==> images/placement.png <==
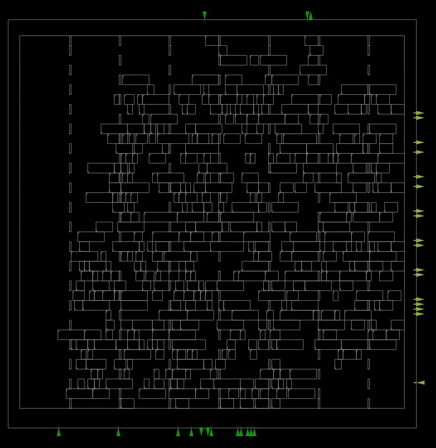
==> images/power_grid.png <==
The bar under the picture is 20 um long. Pins as bars on the die edge. Tap cells in gray.
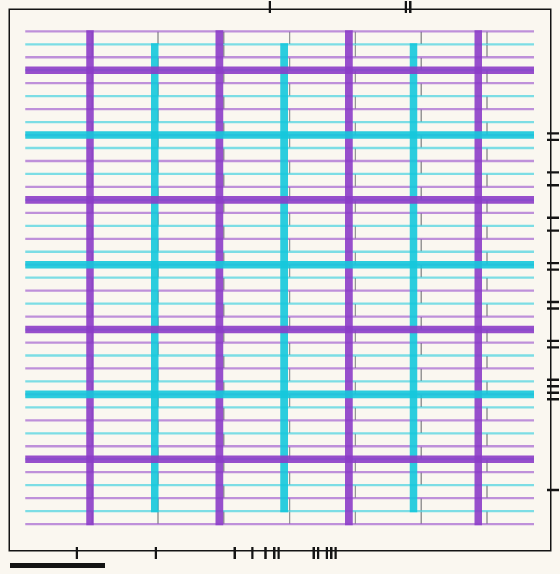
==> images/io_fan.png <==
The bar under the picture is 20 um long.
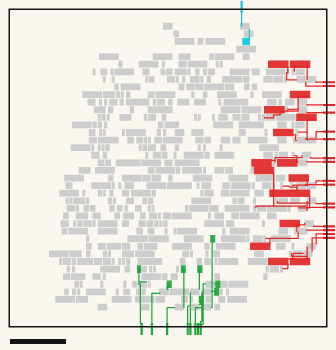
==> images/cell_density.png <==
The bar under the picture is 20 um long. The die is cut into 11 by 11 equal tiles; white is low, dark blue is high, 0 to 100% covered.
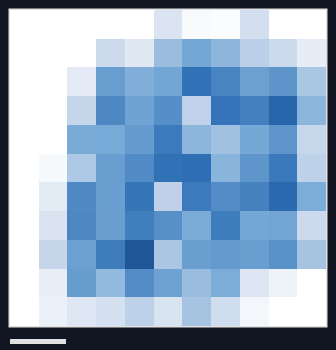
==> images/flops_by_reg.png <==
The bar under the picture is 20 um long. Other sequential cells in the stronger gray, the rest of the logic in the fainter gray.
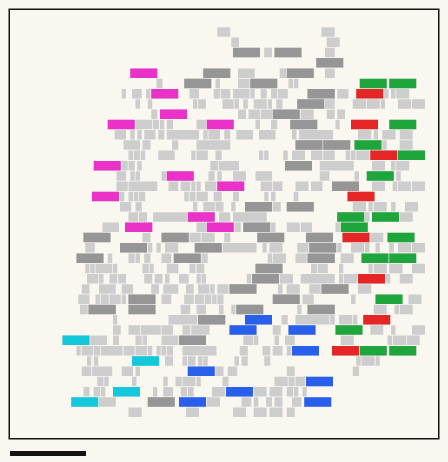
<file path="config.mk">
export PLATFORM = sky130hd
export DESIGN_NAME = cmd_uart_wrapper
export DESIGN_NICKNAME = d
export VERILOG_FILES = /design/src/rtl/cmd_uart_wrapper_pkg.sv /design/src/rtl/uart_xcvr.sv /design/src/rtl/cmd_uart_wrapper.sv
export SDC_FILE = /design/constraint.sdc
export NUM_CORES = 1
export LEC_CHECK = 0
export CORE_MARGIN = 3
export CORE_UTILIZATION = 35
export CTS_CLUSTER_DIAMETER = 60
export CTS_CLUSTER_SIZE = 40
export DETAILED_ROUTE_END_ITERATION = 8
export PLACE_DENSITY = 0.58
export REMOVE_ABC_BUFFERS = 1
export SYNTH_ARGS = -nofsm -noshare
export SYNTH_HDL_FRONTEND = slang
export SYNTH_HIERARCHICAL = 1
export SYNTH_SLANG_ARGS = --single-unit
export TNS_END_PERCENT = 10
</file>
<file path="constraint.sdc">
create_clock -name clk -period 5.1 [get_ports clk]
set_clock_uncertainty 0.15 [all_clocks]
set_input_delay 1.53 -clock clk [delete_from_list [all_inputs] [get_ports clk]]
set_output_delay 1.53 -clock clk [all_outputs]
set_load 0.01 [all_outputs]
</file>
<file path="src/rtl/cmd_uart_wrapper_pkg.sv">
// Knight's Tour command definitions shared by the robot-side UART front end.
// Stop-bit checking is enabled when CMD_FRAME_CHK_EN is defined.
package cmd_uart_wrapper_pkg;

   localparam int CMD_HI_MSB = 15;
   localparam int CMD_HI_LSB = 8;
   localparam int CMD_LO_MSB = 7;
   localparam int CMD_LO_LSB = 0;

   localparam logic [7:0] RESP_ACK = 8'hA5;

`ifdef CMD_FRAME_CHK_EN
   localparam bit FRAME_CHK_EN = 1'b1;
`else
   localparam bit FRAME_CHK_EN = 1'b0;
`endif

   typedef enum logic {
      WAIT_HI = 1'b0,
      WAIT_LO = 1'b1
   } wrap_state_t;

   function automatic logic [15:0] pack_cmd(input logic [7:0] hi, input logic [7:0] lo);
      logic [15:0] c;
      c = '0;
      c[CMD_HI_MSB:CMD_HI_LSB] = hi;
      c[CMD_LO_MSB:CMD_LO_LSB] = lo;
      return c;
   endfunction

endpackage

</file>
<file path="src/rtl/uart_xcvr.sv">
// 8N1 receiver/transmitter pair with BAUD_DIV clocks per bit; RX and TX are
// independent. Bad stop bits are trapped only when CMD_FRAME_CHK_EN is defined.
//
// rx state | meaning
// ---------+------------------------------------------------
// RX_IDLE  | armed, waiting for a synchronised falling edge
// RX_BUSY  | sampling start, 8 data and stop at mid-bit
// RX_HOLD  | stop sample was 0, waiting for the line to go high
module uart_xcvr
   import cmd_uart_wrapper_pkg::*;
#(
   parameter int BAUD_DIV = 2604
) (
   input  logic       clk,
   input  logic       rst_n,
   input  logic       rx,
   output logic       tx,
   output logic [7:0] rx_byte,
   output logic       rx_rdy,
   output logic       frm_err,
   input  logic       trmt,
   input  logic [7:0] tx_data,
   output logic       tx_done
);

   localparam int CNT_W = $clog2(BAUD_DIV);
   localparam logic [CNT_W-1:0] RX_HALF  = CNT_W'(BAUD_DIV / 2);
   localparam logic [CNT_W-1:0] BIT_LAST = CNT_W'(BAUD_DIV - 1);

   typedef enum logic [1:0] {
      RX_IDLE = 2'd0,
      RX_BUSY = 2'd1,
      RX_HOLD = 2'd2
   } rx_state_t;

   rx_state_t        rx_state;
   logic             rx_ff1, rx_sync, rx_sync_d;
   logic [CNT_W-1:0] rx_cnt;
   logic [3:0]       rx_bit;
   logic [7:0]       rx_shift;

   logic             tx_busy;
   logic [CNT_W-1:0] tx_cnt;
   logic [3:0]       tx_bit;
   logic [8:0]       tx_shift;

   always_ff @(posedge clk) begin
      if (!rst_n) begin
         rx_ff1    <= 1'b1;
         rx_sync   <= 1'b1;
         rx_sync_d <= 1'b1;
         rx_state  <= RX_IDLE;
         rx_cnt    <= '0;
         rx_bit    <= '0;
         rx_shift  <= '0;
         rx_byte   <= '0;
         rx_rdy    <= 1'b0;
         frm_err   <= 1'b0;
      end else begin
         rx_ff1    <= rx;
         rx_sync   <= rx_ff1;
         rx_sync_d <= rx_sync;
         rx_rdy    <= 1'b0;
         frm_err   <= 1'b0;
         case (rx_state)
            RX_IDLE: begin
               if (rx_sync_d && !rx_sync) begin
                  rx_cnt   <= RX_HALF;
                  rx_bit   <= '0;
                  rx_state <= RX_BUSY;
               end
            end
            RX_BUSY: begin
               if (rx_cnt == '0) begin
                  rx_cnt <= BIT_LAST;
                  rx_bit <= rx_bit + 4'd1;
                  if (rx_bit == 4'd9) begin
                     frm_err <= ~rx_sync;
                     if (FRAME_CHK_EN && !rx_sync) begin
                        rx_state <= RX_HOLD;
                     end else begin
                        rx_byte  <= rx_shift;
                        rx_rdy   <= 1'b1;
                        rx_state <= RX_IDLE;
                     end
                  end else if (rx_bit != 4'd0) begin
                     rx_shift <= {rx_sync, rx_shift[7:1]};
                  end
               end else begin
                  rx_cnt <= rx_cnt - 1'b1;
               end
            end
            RX_HOLD: begin
               if (rx_sync) rx_state <= RX_IDLE;
            end
            default: rx_state <= RX_IDLE;
         endcase
      end
   end

   // Idle shift register is all ones so tx can come straight off bit 0.
   always_ff @(posedge clk) begin
      if (!rst_n) begin
         tx_shift <= '1;
         tx_busy  <= 1'b0;
         tx_cnt   <= '0;
         tx_bit   <= '0;
         tx_done  <= 1'b0;
      end else if (!tx_busy) begin
         if (trmt) begin
            tx_shift <= {tx_data, 1'b0};
            tx_cnt   <= BIT_LAST;
            tx_bit   <= '0;
            tx_busy  <= 1'b1;
            tx_done  <= 1'b0;
         end
      end else if (tx_cnt == '0) begin
         if (tx_bit == 4'd9) begin
            tx_busy  <= 1'b0;
            tx_done  <= 1'b1;
            tx_shift <= '1;
         end else begin
            tx_shift <= {1'b1, tx_shift[8:1]};
            tx_bit   <= tx_bit + 4'd1;
            tx_cnt   <= BIT_LAST;
         end
      end else begin
         tx_cnt <= tx_cnt - 1'b1;
      end
   end

   assign tx = tx_shift[0];

endmodule

</file>
<file path="src/rtl/cmd_uart_wrapper.sv">
// Robot-side command front end: pairs received bytes into 16-bit commands and
// sends the response byte. CMD_FRAME_CHK_EN enables stop-bit checking.
//
// state   | meaning
// --------+--------------------------------------------
// WAIT_HI | next received byte is the command high byte
// WAIT_LO | high byte latched, next byte completes cmd
module cmd_uart_wrapper
   import cmd_uart_wrapper_pkg::*;
#(
   parameter int BAUD_DIV = 2604
) (
   input  logic        clk,
   input  logic        rst_n,
   input  logic        RX,
   output logic        TX,
   output logic [15:0] cmd,
   output logic        cmd_rdy,
   input  logic        clr_cmd_rdy,
   input  logic [7:0]  resp,
   input  logic        trmt,
   output logic        tx_done
);

   wrap_state_t state;
   logic [7:0]  hi_byte;
   logic [7:0]  rx_byte;
   logic        rx_rdy;
   logic        frm_err;

   uart_xcvr #(
      .BAUD_DIV (BAUD_DIV)
   ) u_xcvr (
      .clk     (clk),
      .rst_n   (rst_n),
      .rx      (RX),
      .tx      (TX),
      .rx_byte (rx_byte),
      .rx_rdy  (rx_rdy),
      .frm_err (frm_err),
      .trmt    (trmt),
      .tx_data (resp),
      .tx_done (tx_done)
   );

   // The low-byte set is written after the clear so it wins on a collision.
   always_ff @(posedge clk) begin
      if (!rst_n) begin
         state   <= WAIT_HI;
         hi_byte <= '0;
         cmd     <= '0;
         cmd_rdy <= 1'b0;
      end else begin
         if (clr_cmd_rdy) cmd_rdy <= 1'b0;
         if (FRAME_CHK_EN && frm_err) state <= WAIT_HI;
         if (rx_rdy) begin
            case (state)
               WAIT_HI: begin
                  hi_byte <= rx_byte;
                  cmd_rdy <= 1'b0;
                  state   <= WAIT_LO;
               end
               WAIT_LO: begin
                  cmd     <= pack_cmd(hi_byte, rx_byte);
                  cmd_rdy <= 1'b1;
                  state   <= WAIT_HI;
               end
               default: state <= WAIT_HI;
            endcase
         end
      end
   end

endmodule
</file>
==> flow_summary.ini <==
; synthesis and place-and-route metrics
[floorplanning]
die_area_um2 = 12800
rows = 38

[final_layout]
drive_gt1_share_pct = 7.97
syn_to_final_growth_pct = 16.4
buffers = 34
n_antenna_cell = 0
buf_share_pct = 6.99
comb_cells = 308
mi_logic_area_um2 = 2040

[final_timing]
fin_ws_ns = 1.94
holdWs_ns = 0.260
rsz0062_at_grt = false
max-slew-margin-rel_pct = 36.1
fin_crit_sh_pct = 62.0
hold_viol = 0
setup_viol = 0
timing.fmax_mhz = 316
worst_pin_slew_ns = 0.958

[run_status]
status = finished clean

[synth]
postSynthAreaPerCell_um2 = 9.22
syn_area_um2 = 4030

[pwr]
pwr_density_cell_nw_per_um2 = 337
swShare_pct = 26.8
power_top_consumer = sequential cells
p_sw_uw = 424
pwr-share-clk_pct = 39.3

[global_route]
grt_max_degree = 59
grtUsageTotal_pct = 13.3
use_met1_pct = 17.9
grt_pass1_wl_um = 14100
grt_pass1_vias = 2971

[route]
drc = 0
num_vias = 3134
top_layer = met4
wl_met3_um = 238
wl_per_cell_um = 13.4
wl_met2_um = 3740
wl_met1_um = 4030
drt-pass1-iter-count = 4

[run]
warning_count = 30

[placement]
placed_cell_area_um2 = 4410
dp_slack_ns = 1.56
post-dp-hpwl_um = 5480

[setup_path]
r2r_start = u_xcvr/rx_cnt[0]
arrival_ns = 3.19

[clock_network]
htreeDepth = 3
cts_root_buf = clkbuf_16
clkLatencyLatePin_ns = 0.34
ctsResizeCount = 0

[worst_hold_path]
holdCritPathClass = flop to flop
Notes on placement.png above:
# Taps: 140
non-filler cells, final: 604
flip-flops: 90
core area: 11000 um^2
Seq/total area: 38.4%

Notes on power_grid.png above:
[cyan] VDD
[purple] VSS
tap cells: 140
signal pins: 32
met1 rails: 39

Notes on io_fan.png above:
[green] resp | direction: input | edge: bottom | end cells: 8 | buffers: 8 | wire: 159 um
[cyan] clr_cmd_rdy | direction: input | edge: top | end cells: 1 | buffers: 1 | wire: 11.7 um
[red] cmd | direction: output | edge: right | end cells: 16 | buffers: 16 | wire: 295 um
Port Buf Inserts: 31
I/O pins: 32

Notes on cell_density.png above:
densest ninth of the die: center
fullest tile: 85%
mean over tiles: 35%

Notes on flops_by_reg.png above:
[red] hi_byte | placed flops: 8
[green] cmd | placed flops: 16
[magenta] u_xcvr/rx_cnt | placed flops: 12
[blue] u_xcvr/tx_shift | placed flops: 9 | where: bottom center
[cyan] u_xcvr/tx_bit | placed flops: 4 | where: lower left
not colored: 41
storage element area: 1800 um^2
post-layout util: 42.5%

worst max-delay path: stages:
cell             delay, ns
clkdlybuf4s50_1       0.48
nor2b_1               0.21
a21oi_1               0.77
o211ai_1              0.20
flip-flops by register name, indices dropped and copies added (netlist names), 4 cells and up:
register         flops
u_xcvr/rx_cnt       12
u_xcvr/tx_bit        4
u_xcvr/tx_shift      9
hi_byte              8
u_xcvr/rx_shift      8
u_xcvr/tx_cnt       12
u_xcvr/rx_byte       8
cmd                 16
u_xcvr/rx_bit        4
final timing paths:
| kind | to | cells past startpoint |
|---|---|---|
| worst max-delay path | u_xcvr/tx_shift[5] | 4 |
| worst min-delay path | u_xcvr/rx_sync | 1 |
| worst max register to register | u_xcvr/rx_shift[1] | 7 |
| worst min register to register | u_xcvr/rx_sync | 1 |
Power and IR drop assume default switching activity.
